Local utilization:
Bar = 200 um. The die is cut into 32 by 32 equal tiles; black is low, pale yellow is high, 0 to 100% covered.
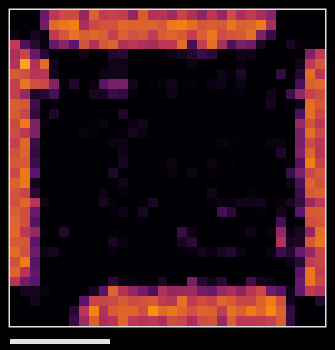
PDN straps and rails:
Bar = 200 um. Pins as bars on the die edge.
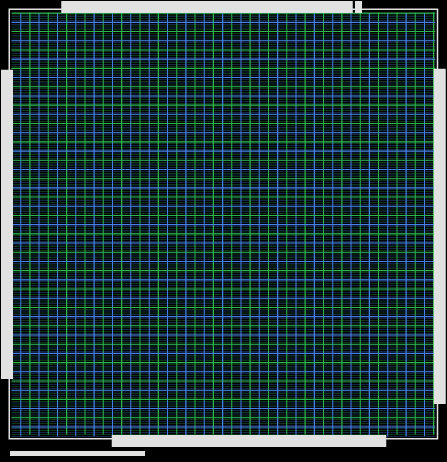
I/O nets highlighted:
Bar = 200 um.
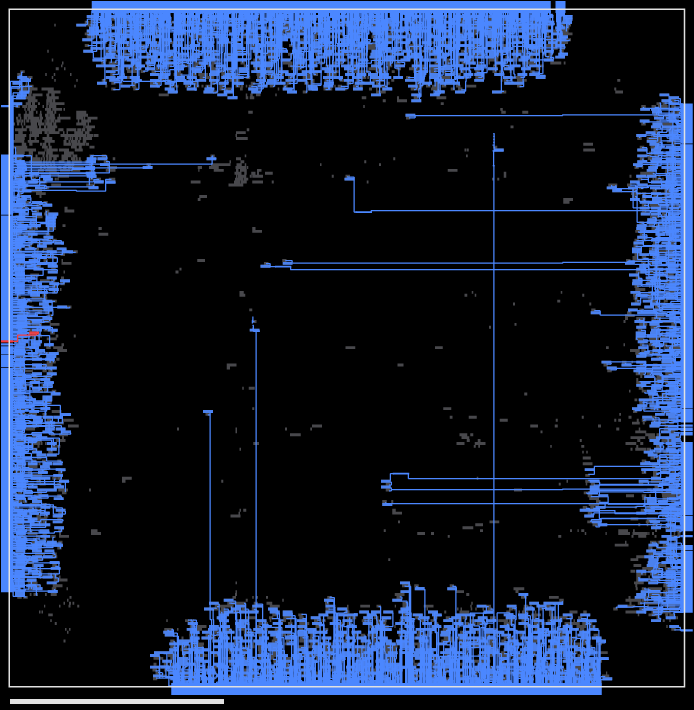
Placement by cell class:
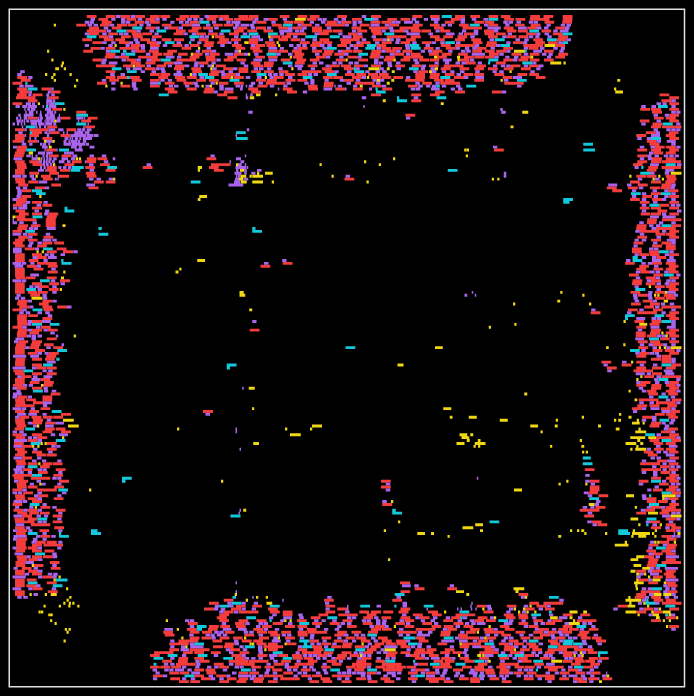
Routing congestion map:
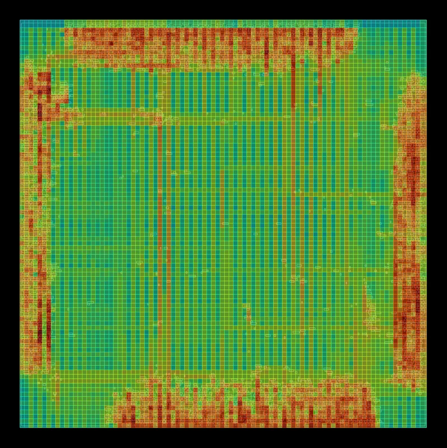
Design winograd_kernel_scheduler, sky130hd; sources not shown.
==> results.json <==
{
  "place.detailed.instances": 9048,
  "comb.multi_input.count": 1823,
  "p_leak_nw": 30.25,
  "num_vias": 35760,
  "worstSetupPathType": "primary input to async pin",
  "combinationalPower_mw": 0.293,
  "worst_path_max_delay_cell": "sky130_fd_sc_hd__buf_16",
  "status": "finished, final reports clean",
  "final_layout_size_suffix_gt1_share_pct": 51.47,
  "slew_violations": 0,
  "fraction_of_the_yosys_area_taken_by_sequential_cells_pct": 65.92,
  "total_power_mw": 2.459,
  "critical_path.most_common_cell": "sky130_fd_sc_hd__buf_16",
  "detailedPlace.worstSlack_ns": 47.96,
  "netlist_top_cells_count": "sky130_fd_sc_hd__dfrtp_1, sky130_fd_sc_hd__mux2_2, sky130_fd_sc_hd__clkbuf_1, sky130_fd_sc_hd__buf_2, sky130_fd_sc_hd__nor2_1",
  "cts_root_buffer": "sky130_fd_sc_hd__clkbuf_16",
  "internal_power_mw": 1.745,
  "wirelength_met1_mm": 121.5,
  "final_min_period_over_clock_period_pct": 24.56,
  "pwr-share-seq_pct": 48.5,
  "period_needed_ns": 15.92,
  "per_cell_via_count_in_the_routed_design": 3.806,
  "irDropWorstVdd_mv": 0.02591,
  "remaining_drc_errors": 0,
  "pwr_density_cell_mw_per_mm2": 33.01
}
About 'local utilization':
nearly empty tiles	55%
fullest tile	80%
tiles over 75% full	0.20%
emptiest ninth of the die	centre
Floorplan Utilization: 15.38%
utilization after layout: 19.01%

About 'PDN straps and rails':
colour	net
green	VDD
blue	VSS
met1 rails	231
rows	230
signal pins	1612
die x size: 631 um
die outline height: 633 um

About 'I/O nets highlighted':
colour	port	bits	direction	edge	end cells	buffers	wire
red	`done_o`	1	output	left	1	0	34.8 um
blue	`kernel_o`	1536	output	475 top, 436 bottom, 329 right, 296 left	1536	0	70.1 mm
Port Buffers: 0
top-level I/O count: 1612

About 'placement by cell class':
colour	class	cells
purple	combinational and other logic	1837
red	sequential cells	1588
cyan	clock drivers and dummy loads	247
yellow	remaining buffers and delay cells	404
Placement Rows: 230
sequential portion of the cell area: 53.35%
post-layout instance area: 0.07449 mm^2
standard cell core area: 0.3920 mm^2

About 'routing congestion map':
most congested layer reported by global routing: met2
fraction of met2 tracks used by global routing: 25.29%
global-route met3 utilization: 4.934%

kinds of logic (layout without fill, tap and decap cells):
| group | Yosys count | in the layout | share of synthesized area [%] |
|---|---|---|---|
| AOI/OAI and AO/OA | 73 | 73 | 0.8323 |
| xor gates and xnor gates | 8 | 8 | 0.1162 |
| adders and majority gates | 18 | 18 | 0.3985 |
| buffers and inverters | 334 | 665 | 2.459 |
| DFF | 1588 | 1588 | 65.92 |
| muxes | 1541 | 1541 | 28.78 |
| other | 1 | 103 | 0.006221 |
| and+or+nand+nor | 179 | 179 | 1.486 |
No activity file was given, so power comes from the tool's default toggle rates.
